Supply network:
Bar = 20 um. Pins as bars on the die edge.
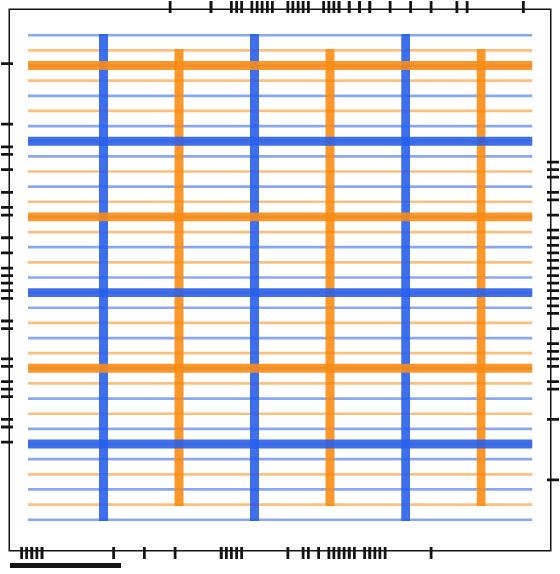
Placement by cell class:
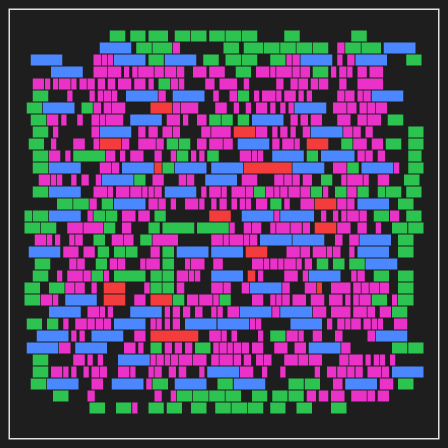
Clock network drawn from the DEF:
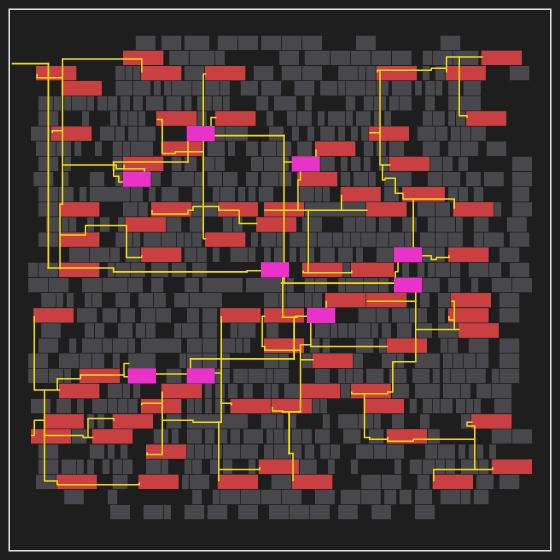
Signal wires by layer:
Bar = 20 um.
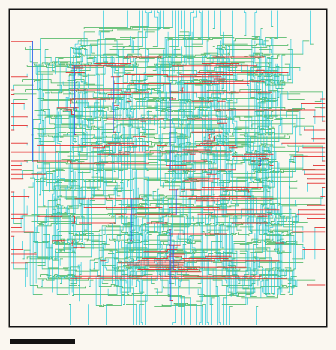
===== src/rtl/pc_gen.sv =====
// Purpose: fetch-stage program counter with flush/branch/sequential next-PC selection and a one-deep branch park.
// Latency: flush or branch presented in cycle N appears on pc after edge N+1; all outputs registered.
// Backpressure: stall[0] holds pc; a branch seen while stalled is parked and replayed on the first unstalled edge.
module pc_gen #(
    parameter int unsigned        ADDR_W       = 32,
    parameter logic [ADDR_W-1:0]  RESET_VECTOR = ADDR_W'(32'hBFC0_0000),
    parameter int unsigned        STEP         = 4
) (
    input  logic              clk,
    input  logic              rst,
    input  logic [5:0]        stall,
    input  logic              flush,
    input  logic [ADDR_W-1:0] flush_addr,
    input  logic              branch_flag_in,
    input  logic [ADDR_W-1:0] branch_tar_addr_in,
    output logic [ADDR_W-1:0] pc,
    output logic              ce,
    output logic              pc_misaligned,
    output logic              redirected
);

    localparam logic [ADDR_W-1:0] STEP_V    = ADDR_W'(STEP);
    localparam logic [ADDR_W-1:0] STEP_MASK = ADDR_W'(STEP - 1);

    // RESET: ce low; RUN: nothing parked; PEND: a stalled branch is waiting in pend_addr
    typedef enum logic [1:0] {
        ST_RESET = 2'd0,
        ST_RUN   = 2'd1,
        ST_PEND  = 2'd2
    } state_t;

    state_t            state;
    state_t            state_nxt;
    logic [ADDR_W-1:0] pend_addr;
    logic [ADDR_W-1:0] pend_addr_nxt;
    logic [ADDR_W-1:0] pc_nxt;
    logic              redir_nxt;

    // Only the fetch stall bit matters here; the upper bits belong to later stages.
    logic unused_stall;
    assign unused_stall = ^stall[5:1];

    // Next-PC selection: flush beats everything, a parked branch beats a fresh one.
    always_comb begin
        state_nxt     = state;
        pend_addr_nxt = pend_addr;
        pc_nxt        = pc;
        redir_nxt     = 1'b0;
        if (state == ST_RESET) begin
            // ce was low at this edge, so inputs are ignored and pc stays on the vector
            pc_nxt    = RESET_VECTOR;
            state_nxt = ST_RUN;
        end else if (flush) begin
            pc_nxt    = flush_addr;
            state_nxt = ST_RUN;
            redir_nxt = 1'b1;
        end else if (stall[0]) begin
            // Park only the first branch; later ones during the same stall are dropped
            if (branch_flag_in && (state == ST_RUN)) begin
                pend_addr_nxt = branch_tar_addr_in;
                state_nxt     = ST_PEND;
            end
        end else if (state == ST_PEND) begin
            pc_nxt    = pend_addr;
            state_nxt = ST_RUN;
            redir_nxt = 1'b1;
        end else if (branch_flag_in) begin
            pc_nxt    = branch_tar_addr_in;
            redir_nxt = 1'b1;
        end else begin
            pc_nxt = pc + STEP_V;
        end
    end

    // State and registered outputs; synchronous active-low reset discards any parked branch.
    always_ff @(posedge clk) begin
        if (!rst) begin
            state         <= ST_RESET;
            ce            <= 1'b0;
            pc            <= RESET_VECTOR;
            pend_addr     <= '0;
            redirected    <= 1'b0;
            pc_misaligned <= (RESET_VECTOR & STEP_MASK) != '0;
        end else begin
            state         <= state_nxt;
            ce            <= 1'b1;
            pc            <= pc_nxt;
            pend_addr     <= pend_addr_nxt;
            redirected    <= redir_nxt;
            pc_misaligned <= (pc_nxt & STEP_MASK) != '0;
        end
    end

endmodule


===== config.mk =====
export PLATFORM = sky130hd
export DESIGN_NAME = pc_gen
export DESIGN_NICKNAME = d
export VERILOG_FILES = /design/src/rtl/pc_gen.sv
export SDC_FILE = /design/constraint.sdc
export NUM_CORES = 1
export LEC_CHECK = 0
export ABC_CLOCK_PERIOD_IN_PS = 2000
export CAP_MARGIN = 20
export CORE_MARGIN = 3
export CORE_UTILIZATION = 49
export DETAILED_ROUTE_END_ITERATION = 10
export PLACE_DENSITY_LB_ADDON = 0.08
export SYNTH_ARGS = -nofsm -noshare
export SYNTH_HDL_FRONTEND = slang
export SYNTH_SLANG_ARGS = --single-unit

===== constraint.sdc =====
create_clock -name clk -period 2 [get_ports clk]
set_input_delay 0.5 -clock clk [delete_from_list [all_inputs] [get_ports clk]]
set_output_delay 0.5 -clock clk [all_outputs]
set_load 0.02 [all_outputs]

==> job_summary.md <==
### Flow metrics

| Metric | Value |
|---|---|
| Per-instance average area after synthesis | `7.42 um2` |
| Period utilization | `97.4%` |
| Worst Setup EP | `pc[2]` |
| Yosys stat chip area | `0.00406 mm2` |
| Number of register bits inferred by synthesis | `69` |
| Crit path DAT | `1.45 ns` |
| Synthesized net count | `622` |
| Worst setup EP type | `output pin` |
| Power in sequential cells | `1.48 mW` |
| Total routed wirelength | `14100 um` |
| Count of different cell masters after synthesis | `60` |
| Path depth of the worst reg2reg path | `6` |
| Power share of the sequential group | `42.6%` |
| Num ports | `109` |
| Pint | `2.54 mW` |
| Power drawn by the combinational cells | `0.689 mW` |
| Worst R2R End | `pc[12]` |
| Drt initial violations | `490` |
| Antenna fix cells | `0` |
| Buffer levels on the longest clock path | `2` |
| FP Core Util | `51.5%` |
| Detailed-route wire length on metal 1 | `5850 um` |
| Reg-to-reg slack, setup | `0.09 ns` |
| Top achievable clock speed | `0.513 GHz` |
| Tool warnings | `31` |
| Share of post-route cells with drive strength above 1 | `12.3%` |
| DR WL met2 | `6550 um` |
| Leak Pwr | `2.19 nW` |
| Path type of the worst min-delay path | `register to register` |
| Number of port buffers | `103` |
| Number of cells produced by synthesis | `547` |
| Reg-to-Reg Start | `pc[2]` |
| Hold buffer count at cts | `0` |
| Pwr/cell area | `611 mW/mm2` |
| Finished Layout Cells | `775` |
| Final Hold Viols | `0` |
| Clock Tree Root | `clkbuf_8` |
| Global-route wire length before repair | `22500 um` |
| Ys flop type | `dfxtp_1` |
| GRT Total Usage | `29.3%` |
| Number of pins with negative max-slew slack in the final report | `0` |
| Final setup viols | `0` |
| CTS Sinks | `69` |
| Result of the run | `completed` |
| Via count | `4711` |
| Vias in the first global route | `4417` |
| Max FO, Critical Path | `5` |
| # Max-Cap Violations | `0` |
| First element of the critical path | `pc[2]` |
| Die area | `0.00941 mm2` |
| Placement Setup Slack | `-0.123 ns` |
| Worst hold start | `pend_addr[10]` |
| Crit Path Category | `register to output pin` |
| Ratio of routed vias to standard cells | `6.08` |
| Switching share of total power | `26.8%` |
| Least setup slack across all paths after layout | `0.0520 ns` |
| Most common library cell in the layout ignoring fill and taps | `nand2_1` |
| Number of warning messages in the yosys log | `0` |
| Highest-power group | `registers` |
| Setup repair after global routing missed its margin | `false` |
| Flip-flops with a built-in enable | `0` |
| Placed instance count | `759` |
| M2 GR Usage | `45.9%` |
| Share of total power in combinational logic | `19.9%` |
| Period minus WS final | `1.95 ns` |
| Average wire per cell in the routed design | `18.1 um` |
| Global-route met3 utilization | `7.86%` |
Back to the opening pictures, 'supply network':
legend:
  VDD:
    color: orange
  VSS:
    color: blue
met4 straps: 6
met1 rails: 33
met5 straps: 6
rows: 32
die boundary height: 97.0 um
Peak VDD IR: 0.000424 V
die extent in x: 97.0 um

Back to the opening pictures, 'placement by cell class':
legend:
  combinational and other logic:
    color: magenta
    cells: 435
    share_of_their_area: 45%
  flops:
    color: blue
    cells: 69
    share_of_their_area: 25%
  other buffers and delay cells:
    color: green
    cells: 153
    share_of_their_area: 26%
  clock drivers and dummy loads:
    color: red
    cells: 16
    share_of_their_area: 4.1%
Site Rows: 32
final core area utilization: 72.1%
area of the core: 0.00789 mm2
sequential cell area share: 24.3%
Design Area, Final: 0.00569 mm2

Back to the opening pictures, 'clock network drawn from the DEF':
legend:
  clock wires:
    color: yellow
    length: 911 um
  clock drivers:
    color: magenta
    count: 9
  flip-flops:
    color: red
    count: 69
routed clock nets: 10
clock insertion delay at the later pin of the skew report: 0.34 ns
clock share of power: 37.5%
clock skew after layout: 0.0117 ns
clock network power: 1.30 mW

Back to the opening pictures, 'signal wires by layer':
legend:
  metal 2:
    color: cyan
    wire_length: 6550 um
  metal 1:
    color: green
    wire_length: 5850 um
  metal 3:
    color: red
    wire_length: 1510 um
  metal 4:
    color: blue
    wire_length: 153 um

[flip-flops by register name, summed over array words and instances (netlist names)]
| register | cells |
|---|---|
| redirected | 1 |
| pc_misaligned | 1 |
| ce | 1 |
| pc | 32 |
| pend_addr | 32 |
| state | 2 |
[final cells by class]
class                   instances  area [um2]  area share [%]
well taps                     102         128            2.24
flip-flops and latches         69        1380            24.3
multi-input cells             426        2460            43.3
repair buffers                153        1460            25.6
clock buffers                  12         155            2.73
inverters                       9        33.8           0.594
clock inverters                 4        70.1            1.23
[Yosys cell counts, drive strengths merged, types with 2 or more instances]
cell    instances  area (um2)
a211oi          7        52.6
a21boi         32         240
a21o            5        37.5
a21oi          44         224
a221oi          6        52.6
a22oi           2        15.0
a31oi           5        31.3
and2            4        25.0
and3            9        56.3
and4            6        60.1
buf            16        90.1
clkbuf         27         101
dfxtp          69        1380
inv             9        33.8
mux2i           3        30.0
nand2         112         420
nand2b          5        31.3
nand3          31         155
nand4          14        93.8
nor2           27         101
nor2b           2        12.5
nor3           13        80.1
nor4            3        31.3
o211a           3        30.0
o211ai          5        37.5
o21a            4        30.0
o21ai          33         165
o221ai          4        35.0
o22ai           5        31.3
o311ai          2        17.5
o31ai           2        15.0
or3             3        18.8
xnor2          11        96.3
xor2           10        87.6
[cells by family (layout without fill, tap and decap cells)]
family	count (synthesis)	in the layout	synth area share, %
buf+inv	52	178	5.55
xor+xnor	21	21	4.53
compound gates	171	171	27.8
mux	4	4	1.02
fa+ha+maj	1	1	0.308
flops	69	69	34.0
simple gates	229	229	26.8
[repair_timing]
| action | CTS | global route |
|---|---|---|
| resized | 2 | 5 |
| setup endpoints to repair | 2 | 5 |
| pin swaps | 0 | 0 |
[worst max-delay path, stage by stage (launching register included)]
cell and delay (ns):
dfxtp_1 0.35, buf_4 0.15, clkdlybuf4s50_1 0.60
Power is estimated from default activity; no workload was simulated.
